File: config.mk
export PLATFORM = sky130hd
export DESIGN_NAME = game_level_sequencer_flat
export DESIGN_NICKNAME = d
export VERILOG_FILES = /design/src/rtl/game_level_sequencer_pkg.sv /design/src/rtl/game_level_sequencer_if.sv /design/src/rtl/game_level_sequencer_hold_timer.sv /design/src/rtl/game_level_sequencer.sv /design/src/flat_wrapper.sv
export SDC_FILE = /design/constraint.sdc
export NUM_CORES = 1
export LEC_CHECK = 0
export ABC_CLOCK_PERIOD_IN_PS = 3100
export CORE_ASPECT_RATIO = 0.5
export CORE_MARGIN = 5
export CORE_UTILIZATION = 30
export DETAILED_ROUTE_END_ITERATION = 10
export PLACE_DENSITY = 0.55
export RECOVER_POWER = 50
export SKIP_CTS_REPAIR_TIMING = 1
export SLEW_MARGIN = 30
export SYNTH_ARGS = -nofsm -noshare
export SYNTH_HDL_FRONTEND = slang
export SYNTH_SLANG_ARGS = --single-unit
export TNS_END_PERCENT = 1
File: constraint.sdc
create_clock -name vga_clock -period 3.1 [get_ports vga_clock]
set_input_delay 0.62 -clock vga_clock [delete_from_list [all_inputs] [get_ports vga_clock]]
set_output_delay 0.62 -clock vga_clock [all_outputs]
set_load 0.01 [all_outputs]
File: src/rtl/game_level_sequencer_pkg.sv
// game_level_sequencer_pkg
// Shared types and defaults for the game flow controller.
//   screen_t     : screen encoding consumed by the VGA screen selector
//   seq_state_t  : sequencer FSM states (also exported for debug)
//   DEFAULT_*    : default parameter values shared with the screen selector
//   screen_of()  : maps a sequencer state to the screen it displays
package game_level_sequencer_pkg;

    typedef enum logic [2:0] {
        SCR_TITLE = 3'd0,
        SCR_PLAY  = 3'd1,
        SCR_CLEAR = 3'd2,
        SCR_LOSE  = 3'd3,
        SCR_OVER  = 3'd4,
        SCR_WON   = 3'd5
    } screen_t;

    typedef enum logic [2:0] {
        ST_TITLE     = 3'd0,
        ST_LOAD      = 3'd1,
        ST_PLAY      = 3'd2,
        ST_CLEAR     = 3'd3,
        ST_LOSE      = 3'd4,
        ST_GAME_OVER = 3'd5,
        ST_GAME_WON  = 3'd6
    } seq_state_t;

    localparam int DEFAULT_NUM_LEVELS         = 2;
    localparam int DEFAULT_START_LIVES        = 3;
    localparam int DEFAULT_HOLD_CYCLES        = 50_000_000;
    localparam int DEFAULT_RESET_PULSE_CYCLES = 4;

    // LOAD shows the play screen: the level is being reset underneath it.
    function automatic screen_t screen_of(input seq_state_t s);
        case (s)
            ST_TITLE:     return SCR_TITLE;
            ST_LOAD:      return SCR_PLAY;
            ST_PLAY:      return SCR_PLAY;
            ST_CLEAR:     return SCR_CLEAR;
            ST_LOSE:      return SCR_LOSE;
            ST_GAME_OVER: return SCR_OVER;
            ST_GAME_WON:  return SCR_WON;
            default:      return SCR_TITLE;
        endcase
    endfunction

endpackage

File: src/rtl/game_level_sequencer_if.sv
// game_level_sequencer_if
// Signal bundle between the sequencer and the level mux / screen selector.
//   start_button, level_win, level_lose : into the sequencer
//   level_select, level_reset_n, play_active, screen_id, lives : out of it
//   dbg_state : current sequencer state, for observation only
// All signals are plain levels synchronous to vga_clock; there is no
// valid/ready handshake. Inputs are sampled on every rising edge, outputs
// change only on rising edges.
// Modports: master = sequencer side, slave = environment side.
interface game_level_sequencer_if #(
    parameter int NUM_LEVELS = game_level_sequencer_pkg::DEFAULT_NUM_LEVELS
);
    localparam int LVL_W = (NUM_LEVELS > 1) ? $clog2(NUM_LEVELS) : 1;

    logic                                  start_button;
    logic                                  level_win;
    logic                                  level_lose;
    logic [LVL_W-1:0]                      level_select;
    logic                                  level_reset_n;
    logic                                  play_active;
    game_level_sequencer_pkg::screen_t     screen_id;
    logic [3:0]                            lives;
    game_level_sequencer_pkg::seq_state_t  dbg_state;

    modport master (
        input  start_button, level_win, level_lose,
        output level_select, level_reset_n, play_active, screen_id, lives, dbg_state
    );

    modport slave (
        output start_button, level_win, level_lose,
        input  level_select, level_reset_n, play_active, screen_id, lives, dbg_state
    );
endinterface

File: src/rtl/game_level_sequencer_hold_timer.sv
// game_level_sequencer_hold_timer
// Counts cycles since the last start pulse; done is high for the single
// cycle in which the count reaches TC-1, so a state that restarts the timer
// on entry and leaves on done lasts exactly TC cycles.
//   clk, reset : clock, synchronous active-high reset
//   start      : clears the count (next cycle reads 0)
//   done       : one-cycle pulse at count TC-1
// The count saturates at TC and never wraps. TC must be >= 1.
module game_level_sequencer_hold_timer #(
    parameter int TC = 4
) (
    input  logic clk,
    input  logic reset,
    input  logic start,
    output logic done
);
    localparam int W = $clog2(TC + 1);

    logic [W-1:0] cnt_q;

    always_ff @(posedge clk) begin
        if (reset || start) begin
            cnt_q <= '0;
        end else if (cnt_q != W'(TC)) begin
            cnt_q <= cnt_q + W'(1);
        end
    end

    assign done = (cnt_q == W'(TC - 1));
endmodule

File: src/rtl/game_level_sequencer.sv
// game_level_sequencer
// Top-level game flow: picks the live level, pulses its active-low reset on
// every load, tracks lives and sequences the title / clear / lose /
// game-over / game-won screens.
//   vga_clock : system clock
//   reset     : synchronous, active-high
//   game_if   : game_level_sequencer_if.master (see interface header)
// All outputs are registered from the next state (Moore).
module game_level_sequencer
    import game_level_sequencer_pkg::*;
#(
    parameter int NUM_LEVELS         = DEFAULT_NUM_LEVELS,
    parameter int START_LIVES        = DEFAULT_START_LIVES,
    parameter int HOLD_CYCLES        = DEFAULT_HOLD_CYCLES,
    parameter int RESET_PULSE_CYCLES = DEFAULT_RESET_PULSE_CYCLES
) (
    input  logic                  vga_clock,
    input  logic                  reset,
    game_level_sequencer_if.master game_if
);
    localparam int LVL_W = (NUM_LEVELS > 1) ? $clog2(NUM_LEVELS) : 1;

    seq_state_t       state_q, state_n;
    logic             start_q, start_rise;
    logic             settle_q;
    logic [3:0]       lives_q, lives_n;
    logic [LVL_W-1:0] level_q, level_n;
    logic             state_change, load_done, hold_done;
    logic             level_reset_n_q, play_active_q;
    screen_t          screen_q;

    assign start_rise   = game_if.start_button & ~start_q;
    // Every state entry restarts both timers, so each state counts from 0.
    assign state_change = (state_n != state_q);

    game_level_sequencer_hold_timer #(.TC(RESET_PULSE_CYCLES)) u_load_timer (
        .clk   (vga_clock),
        .reset (reset),
        .start (state_change),
        .done  (load_done)
    );

    game_level_sequencer_hold_timer #(.TC(HOLD_CYCLES)) u_hold_timer (
        .clk   (vga_clock),
        .reset (reset),
        .start (state_change),
        .done  (hold_done)
    );

    always_comb begin
        state_n = state_q;
        lives_n = lives_q;
        level_n = level_q;
        case (state_q)
            ST_TITLE: begin
                if (start_rise) begin
                    state_n = ST_LOAD;
                    level_n = '0;
                    lives_n = 4'(START_LIVES);
                end
            end
            ST_LOAD: begin
                if (load_done) state_n = ST_PLAY;
            end
            ST_PLAY: begin
                // settle_q is low on the first PLAY cycle, while the freshly
                // released level may still present stale win/lose flags.
                if (settle_q) begin
                    if (game_if.level_win) begin
                        state_n = ST_CLEAR;
                    end else if (game_if.level_lose) begin
                        state_n = ST_LOSE;
                        lives_n = (lives_q == 4'd0) ? 4'd0 : lives_q - 4'd1;
                    end
                end
            end
            ST_CLEAR: begin
                if (hold_done) begin
                    if (level_q == LVL_W'(NUM_LEVELS - 1)) begin
                        state_n = ST_GAME_WON;
                    end else begin
                        level_n = level_q + LVL_W'(1);
                        state_n = ST_LOAD;
                    end
                end
            end
            ST_LOSE: begin
                if (hold_done) state_n = (lives_q == 4'd0) ? ST_GAME_OVER : ST_LOAD;
            end
            ST_GAME_OVER, ST_GAME_WON: begin
                if (start_rise) state_n = ST_TITLE;
            end
            default: state_n = ST_TITLE;
        endcase
    end

    always_ff @(posedge vga_clock) begin
        if (reset) begin
            state_q         <= ST_TITLE;
            start_q         <= 1'b0;
            settle_q        <= 1'b0;
            lives_q         <= 4'(START_LIVES);
            level_q         <= '0;
            level_reset_n_q <= 1'b0;
            play_active_q   <= 1'b0;
            screen_q        <= SCR_TITLE;
        end else begin
            state_q         <= state_n;
            start_q         <= game_if.start_button;
            settle_q        <= (state_q == ST_PLAY) && (state_n == ST_PLAY);
            lives_q         <= lives_n;
            level_q         <= level_n;
            // The level keeps running (frozen by its own logic) under the
            // clear/lose banners; it is held in reset everywhere else.
            level_reset_n_q <= (state_n inside {ST_PLAY, ST_CLEAR, ST_LOSE});
            play_active_q   <= (state_n == ST_PLAY);
            screen_q        <= screen_of(state_n);
        end
    end

    assign game_if.level_select  = level_q;
    assign game_if.level_reset_n = level_reset_n_q;
    assign game_if.play_active   = play_active_q;
    assign game_if.screen_id     = screen_q;
    assign game_if.lives         = lives_q;
    assign game_if.dbg_state     = state_q;
endmodule

File: src/flat_wrapper.sv
// flat-port wrapper written by rule: the top's interface ports become plain ports
module game_level_sequencer_flat import game_level_sequencer_pkg::*;
#(
    parameter int NUM_LEVELS         = DEFAULT_NUM_LEVELS,
    parameter int START_LIVES        = DEFAULT_START_LIVES,
    parameter int HOLD_CYCLES        = DEFAULT_HOLD_CYCLES,
    parameter int RESET_PULSE_CYCLES = DEFAULT_RESET_PULSE_CYCLES
)
  (vga_clock, reset, game_if_start_button, game_if_level_win, game_if_level_lose, game_if_level_select, game_if_level_reset_n, game_if_play_active, game_if_screen_id, game_if_lives, game_if_dbg_state);
  game_level_sequencer_if #(.NUM_LEVELS(NUM_LEVELS)) game_if_i ();
  input  logic vga_clock;
  input  logic reset;
  input wire logic [$bits(game_if_i.start_button)-1:0] game_if_start_button;
  input wire logic [$bits(game_if_i.level_win)-1:0] game_if_level_win;
  input wire logic [$bits(game_if_i.level_lose)-1:0] game_if_level_lose;
  output wire logic [$bits(game_if_i.level_select)-1:0] game_if_level_select;
  output wire logic [$bits(game_if_i.level_reset_n)-1:0] game_if_level_reset_n;
  output wire logic [$bits(game_if_i.play_active)-1:0] game_if_play_active;
  output wire logic [$bits(game_if_i.screen_id)-1:0] game_if_screen_id;
  output wire logic [$bits(game_if_i.lives)-1:0] game_if_lives;
  output wire logic [$bits(game_if_i.dbg_state)-1:0] game_if_dbg_state;
  assign game_if_i.start_button = game_if_start_button;
  assign game_if_i.level_win = game_if_level_win;
  assign game_if_i.level_lose = game_if_level_lose;
  assign game_if_level_select = game_if_i.level_select;
  assign game_if_level_reset_n = game_if_i.level_reset_n;
  assign game_if_play_active = game_if_i.play_active;
  assign game_if_screen_id = game_if_i.screen_id;
  assign game_if_lives = game_if_i.lives;
  assign game_if_dbg_state = game_if_i.dbg_state;
  game_level_sequencer #(.NUM_LEVELS(NUM_LEVELS), .START_LIVES(START_LIVES), .HOLD_CYCLES(HOLD_CYCLES), .RESET_PULSE_CYCLES(RESET_PULSE_CYCLES)) u_core (.vga_clock(vga_clock), .reset(reset), .game_if(game_if_i));
endmodule
==> flow_results.xml, run 1 <==
<?xml version="1.0" encoding="UTF-8"?>
<metrics>
  <group name="final_layout">
    <metric name="design.final.nets" unit="">279</metric>
    <metric name="ff_latch_area" unit="sq um">881</metric>
    <metric name="final_area" unit="sq um">2680</metric>
  </group>
  <group name="critical_path">
    <metric name="criticalPathCategory" unit="">reg -&gt; reg</metric>
    <metric name="slowest_stage" unit="">sky130_fd_sc_hd__or4_1</metric>
    <metric name="crit_path_max_incr_delay" unit="ns">0.56</metric>
    <metric name="data_arrival_critical_path" unit="ns">2.87</metric>
  </group>
  <group name="power_and_ir_drop">
    <metric name="static-leakage-power" unit="nW">0.946</metric>
  </group>
  <group name="hold_path">
    <metric name="min-delay-path-class" unit="">reg -&gt; reg</metric>
  </group>
  <group name="synth">
    <metric name="syn_inst" unit="">252</metric>
    <metric name="yosysUniqueCellTypes" unit="">49</metric>
    <metric name="syn_area" unit="sq um">2280</metric>
    <metric name="synth_largest_type_area_fraction" unit="%">38.6</metric>
    <metric name="synth.yosys.warnings" unit="">0</metric>
    <metric name="mux_share" unit="%">1.81</metric>
    <metric name="ys_ff" unit="">44</metric>
    <metric name="mappedNetlistNets" unit="">262</metric>
  </group>
  <group name="job">
    <metric name="maxCapViolCount" unit="">0</metric>
  </group>
  <group name="status">
    <metric name="outcome" unit="">finished clean</metric>
  </group>
  <group name="clock_tree">
    <metric name="worst_skew_pair.late_latency" unit="ns">0.28</metric>
  </group>
  <group name="placement">
    <metric name="pre_cts_ws" unit="ns">0.436</metric>
  </group>
  <group name="detailed_routing">
    <metric name="drt_pass1_iterations" unit="">4</metric>
  </group>
  <group name="global_route">
    <metric name="grt_pass1_wl" unit="mm">8.34</metric>
  </group>
</metrics>
-- run 1: layout by cell type (no fill, tap or decap), types with 4 or more instances in the layout --
cell / Yosys / layout
sky130_fd_sc_hd__a21oi_1: 10 / 10
sky130_fd_sc_hd__and3_1: 4 / 4
sky130_fd_sc_hd__clkbuf_16: 0 / 5
sky130_fd_sc_hd__dfxtp_1: 44 / 44
sky130_fd_sc_hd__dlygate4sd3_1: 0 / 14
sky130_fd_sc_hd__ha_1: 5 / 5
sky130_fd_sc_hd__inv_1: 10 / 10
sky130_fd_sc_hd__nand2_1: 12 / 12
sky130_fd_sc_hd__nand3_1: 11 / 11
sky130_fd_sc_hd__nand4_1: 9 / 9
sky130_fd_sc_hd__nor2_1: 12 / 12
sky130_fd_sc_hd__nor2b_1: 6 / 6
sky130_fd_sc_hd__nor3_1: 27 / 27
sky130_fd_sc_hd__nor3_2: 9 / 9
sky130_fd_sc_hd__nor4_1: 5 / 5
sky130_fd_sc_hd__o21ai_0: 3 / 4
sky130_fd_sc_hd__xnor2_1: 11 / 11
sky130_fd_sc_hd__xor2_1: 16 / 16
-- run 1: path summary, 6_finish.rpt --
kind / start / to / depth (start not counted)
min reg2reg: u_core.game_if.lives[3] / u_core.game_if.lives[3] / 1
max reg2reg: u_core.u_hold_timer.cnt_q[9] / u_core.u_hold_timer.cnt_q[17] / 7
max: u_core.u_hold_timer.cnt_q[9] / u_core.u_hold_timer.cnt_q[17] / 7
min: u_core.game_if.lives[3] / u_core.game_if.lives[3] / 1
-- run 1: metal layers --
metal,track usage [%],part of all wire [%],wire length [um]
met4,4.22,0.64,31
met5,0,0,0
met3,2.59,4.2,203
met1,12.8,49,2380
met2,17.7,46,2200
-- run 1: cells by family after synthesis --
group                      Yosys count
buffers and inverters               21
xor gates and xnor gates            28
and+or+nand+nor                    120
DFF                                 44
muxes                                4
AOI/OAI and AO/OA                   30
adders and majority gates            5
-- run 1: final cells by class --
| class | count | share of cell area, % |
|---|---|---|
| multi-input cells | 187 | 48.5 |
| flip-flops and latches | 44 | 32.8 |
| repair buffers | 21 | 7.79 |
| clock buffers | 6 | 4.80 |
| well taps | 96 | 4.48 |
| inverters | 10 | 1.40 |
| clock inverters | 1 | 0.186 |
-- run 1: flip-flops by register name, indices dropped and copies added, names as in the netlist --
signal,count
u_core.start_q,1
u_core.game_if.play_active,1
u_core.game_if.level_select,1
u_core.settle_q,1
u_core.game_if.screen_id,3
u_core.game_if.lives,4
u_core.u_hold_timer.cnt_q,26
u_core.u_load_timer.cnt_q,3
u_core.game_if.level_reset_n,1
u_core.game_if.dbg_state,3
-- run 1: where the power goes --
group / switching [mW] / total (mW) / internal [mW]
combinational: 0.0504 / 0.0899 / 0.0396
clock: 0.205 / 0.498 / 0.293
sequential: 0.0144 / 0.593 / 0.578
total: 0.270 / 1.18 / 0.910
-- run 1: critical path, delay by kind of cell (launching register included) --
family	cells	cell delay, ns
simple gates	4	1.61
flops	1	0.34
compound gates	1	0.24
xor+xnor	1	0.20
buf+inv	1	0.19
**Run 1: placement by cell class**

Scale bar: 50 um. Fill, decap, tap and diode cells in grey.
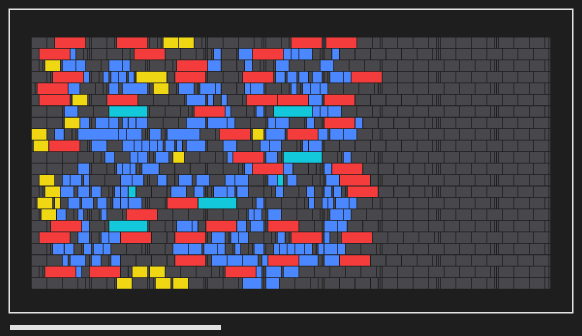
| colour | class | cells | share of their area |
|---|---|---|---|
| blue | combinational and other logic | 197 | 52% |
| red | flops | 44 | 34% |
| cyan | clock drivers and dummy loads | 7 | 5.2% |
| yellow | other buffers and delay cells | 21 | 8.2% |

**Run 1: cell area per tile**

The die is cut into 13 by 7 equal tiles; white is low, dark blue is high, 0 to 100% covered.
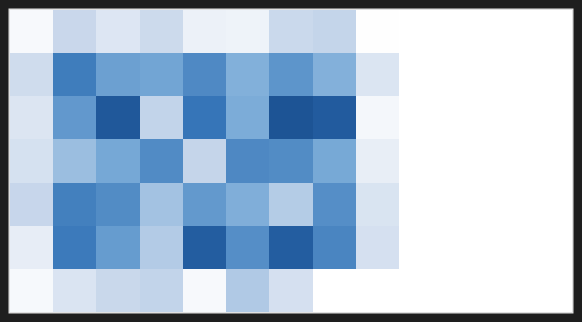
emptiest ninth of the die: top right
nearly empty tiles: 34%
mean over tiles: 27%
tiles over 75% full: 5.5%
densest ninth of the die: middle
area of the core: 7380 sq um
fraction of the core area covered by cells at the end of the flow: 36.4%
starting utilization of the core area: 31.0%

**Run 1: the metal 1 layer**

Supply wires on this layer in grey.
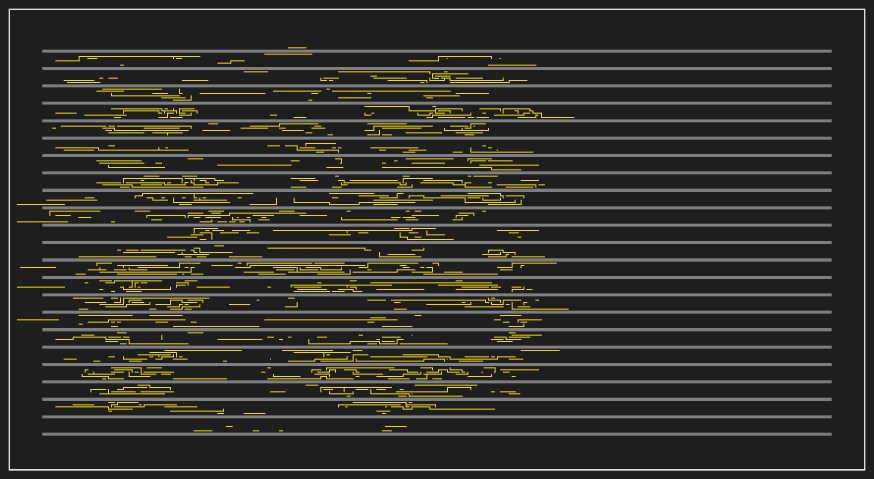
share of all routed wire: 49%
wire length on this layer: 2380 um
longest straight run: 21.6 um
nets with wire on the layer: 259
main direction: horizontal
met1 demand-to-capacity share in global routing: 12.8%
final routed wirelength across all metal layers: 4.81 mm
overall via count from detail_route: 1824

**Run 1: I/O nets highlighted**

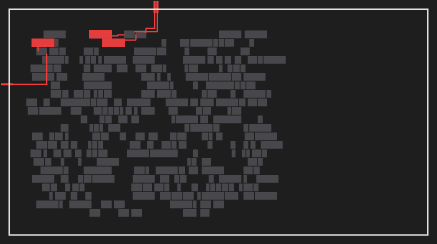
| colour | port | bits | direction | edge | end cells | buffers | wire |
|---|---|---|---|---|---|---|---|
| red | `game_if_screen_id` | 3 | output | 2 top, 1 left | 3 | 3 | 61.4 um |
I/O pin cnt: 18
Port-buffer cells: 17

==> run 2, diff against run 1 <==
--- a/config.mk
+++ b/config.mk
@@ -9,11 +9,11 @@
 export CORE_ASPECT_RATIO = 0.5
 export CORE_MARGIN = 5
 export CORE_UTILIZATION = 30
+export CTS_CLUSTER_DIAMETER = 60
 export DETAILED_ROUTE_END_ITERATION = 10
 export PLACE_DENSITY = 0.55
 export RECOVER_POWER = 50
 export SKIP_CTS_REPAIR_TIMING = 1
-export SLEW_MARGIN = 30
 export SYNTH_ARGS = -nofsm -noshare
 export SYNTH_HDL_FRONTEND = slang
 export SYNTH_SLANG_ARGS = --single-unit
**Run 2: cell area per tile**

The die is cut into 13 by 7 equal tiles; white is low, dark blue is high, 0 to 100% covered.
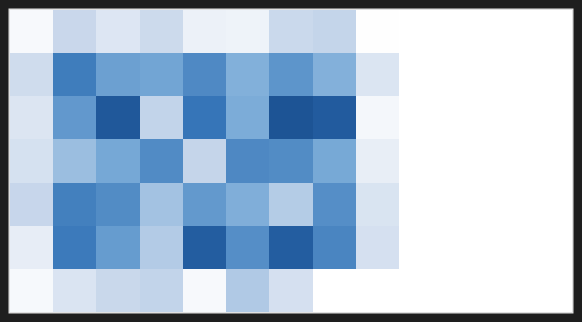
nearly empty tiles: 34%
densest ninth of the die: middle
fullest tile: 86%

==> run 2 against run 1 <==
Against the previous run: area after synthesis stayed put; critical endpoint unchanged; cell area did not move; clock power about the same; global-route usage stayed put; flip-flop count did not move; clock skew stayed put; die area unchanged; first-iteration DRC count unchanged; non-clock buffer count stayed put; critical path type unchanged; largest power group unchanged; final cell count stayed put; via count did not move; sequential power barely moved.
==> flow_results.xml, run 2 <==
<?xml version="1.0" encoding="UTF-8"?>
<metrics>
  <group name="floorplan">
    <metric name="pin_count" unit="">18</metric>
    <metric name="placeableCoreArea" unit="sq um">7380</metric>
    <metric name="initCoreUtil" unit="%">31.0</metric>
  </group>
  <group name="synth">
    <metric name="yosysUniqueCellTypes" unit="">49</metric>
    <metric name="syn_inst" unit="">252</metric>
    <metric name="ys_ff" unit="">44</metric>
    <metric name="mappedNetlistNets" unit="">262</metric>
    <metric name="synth.yosys.warnings" unit="">0</metric>
    <metric name="syn_area" unit="sq um">2280</metric>
    <metric name="synth_largest_type_area_fraction" unit="%">38.6</metric>
  </group>
  <group name="clock_tree">
    <metric name="worst_skew_pair.late_latency" unit="ns">0.28</metric>
  </group>
  <group name="critical_path">
    <metric name="cp.buffers_inverters" unit="">1</metric>
    <metric name="data_arrival_critical_path" unit="ns">2.87</metric>
    <metric name="criticalPathCategory" unit="">reg -&gt; reg</metric>
    <metric name="crit_path_max_incr_delay" unit="ns">0.56</metric>
  </group>
  <group name="detailed_routing">
    <metric name="drt_pass1_iterations" unit="">4</metric>
    <metric name="num_vias" unit="">1824</metric>
    <metric name="drt-total-wl" unit="mm">4.81</metric>
  </group>
  <group name="power_and_ir_drop">
    <metric name="switching_portion_of_total_power" unit="%">22.8</metric>
    <metric name="power.sequential.fraction" unit="%">50.2</metric>
    <metric name="share_clk_of_total_power" unit="%">42.2</metric>
    <metric name="combPwrFrac" unit="%">7.6</metric>
    <metric name="internal-power" unit="mW">0.911</metric>
    <metric name="static-leakage-power" unit="nW">0.946</metric>
  </group>
  <group name="final_layout">
    <metric name="ff_latch_area" unit="sq um">881</metric>
    <metric name="design.final.nets" unit="">279</metric>
    <metric name="leading_cell_types_in_the_layout_fill_and_taps_excluded" unit="">sky130_fd_sc_hd__dfxtp_1, sky130_fd_sc_hd__nor3_1, sky130_fd_sc_hd__xor2_1, sky130_fd_sc_hd__dlygate4sd3_1</metric>
    <metric name="layout_top_cell_excl_fill_tap" unit="">sky130_fd_sc_hd__dfxtp_1</metric>
    <metric name="final_area" unit="sq um">2680</metric>
    <metric name="largest-register" unit="">u_core.u_hold_timer.cnt_q</metric>
  </group>
  <group name="hold_path">
    <metric name="min-delay-path-class" unit="">reg -&gt; reg</metric>
  </group>
  <group name="status">
    <metric name="outcome" unit="">finished clean</metric>
  </group>
  <group name="job">
    <metric name="maxCapViolCount" unit="">0</metric>
  </group>
</metrics>
==> run 2: cell counts in the layout (fill, tap and decap cells not counted) <==
Identical to the previous run, type by type.
==> run 2: layout make-up <==
type / count / share of cell area [%]
clock inverters: 1 / 0.186
multi-input cells: 187 / 48.5
repair buffers: 21 / 7.79
clock buffers: 6 / 4.80
flip-flops and latches: 44 / 32.8
inverters: 10 / 1.40
well taps: 96 / 4.48
==> run 2: through the flow <==
| step | std cells | worst slack, ns |
|---|---|---|
| floorplan | 252 | 0.622 |
| global placement | 358 | 0.481 |
| detailed placement | 358 | 0.436 |
| CTS | 365 | 0.500 |
| global route | 365 | 0.253 |
| finish | 365 | 0.429 |
==> run 2: path summary, 6_finish.rpt <==
check / from / endpoint / slack, ns / cells after the start
worst max register to register: u_core.u_hold_timer.cnt_q[9] / u_core.u_hold_timer.cnt_q[17] / 0.43 / 7
worst min-delay path: u_core.game_if.lives[3] / u_core.game_if.lives[3] / 0.52 / 1
worst min register to register: u_core.game_if.lives[3] / u_core.game_if.lives[3] / 0.52 / 1
worst max-delay path: u_core.u_hold_timer.cnt_q[9] / u_core.u_hold_timer.cnt_q[17] / 0.43 / 7
==> run 2: cells by family (layout without fill, tap and decap cells) <==
kind of cell / after synthesis / after routing / share of synthesized area [%]
simple gates: 120 / 120 / 32.1
flops: 44 / 44 / 38.6
compound gates: 30 / 30 / 9.53
xor+xnor: 28 / 28 / 11.1
buf+inv: 21 / 38 / 4.22
fa+ha+maj: 5 / 5 / 2.74
mux: 4 / 4 / 1.81
==> run 2: per-layer routing <==
layer	routed length, um	track usage (%)	up-vias
met2	2200	17.7	34
met3	203	2.59	5
met5	0	0	-
li1	-	-	937
met1	2380	12.8	848
met4	31	4.22	0
==> run 2: worst register-to-register path: stages (launching register included) <==
cell and delay [ns]:
sky130_fd_sc_hd__dfxtp_1 0.34, sky130_fd_sc_hd__or4_1 0.56, sky130_fd_sc_hd__or4_1 0.49, sky130_fd_sc_hd__nor4_4 0.35, sky130_fd_sc_hd__a311oi_4 0.24, sky130_fd_sc_hd__xnor2_2 0.20, sky130_fd_sc_hd__buf_12 0.19, sky130_fd_sc_hd__nor3_1 0.23
==> run 2: power by group through the flow <==
stage	clock network, mW	registers [mW]	logic (mW)
6_report	0.498	0.593	0.0899
5_1_grt	0.529	0.595	0.100
4_1_cts	0.510	0.593	0.0936
3_5_place_dp	0	0.605	0.0932
3_3_place_gp	0	0.604	0.0903
2_1_floorplan	0	0.602	0.0642
Power figures rest on the tool's default switching activity, not on a simulated workload.
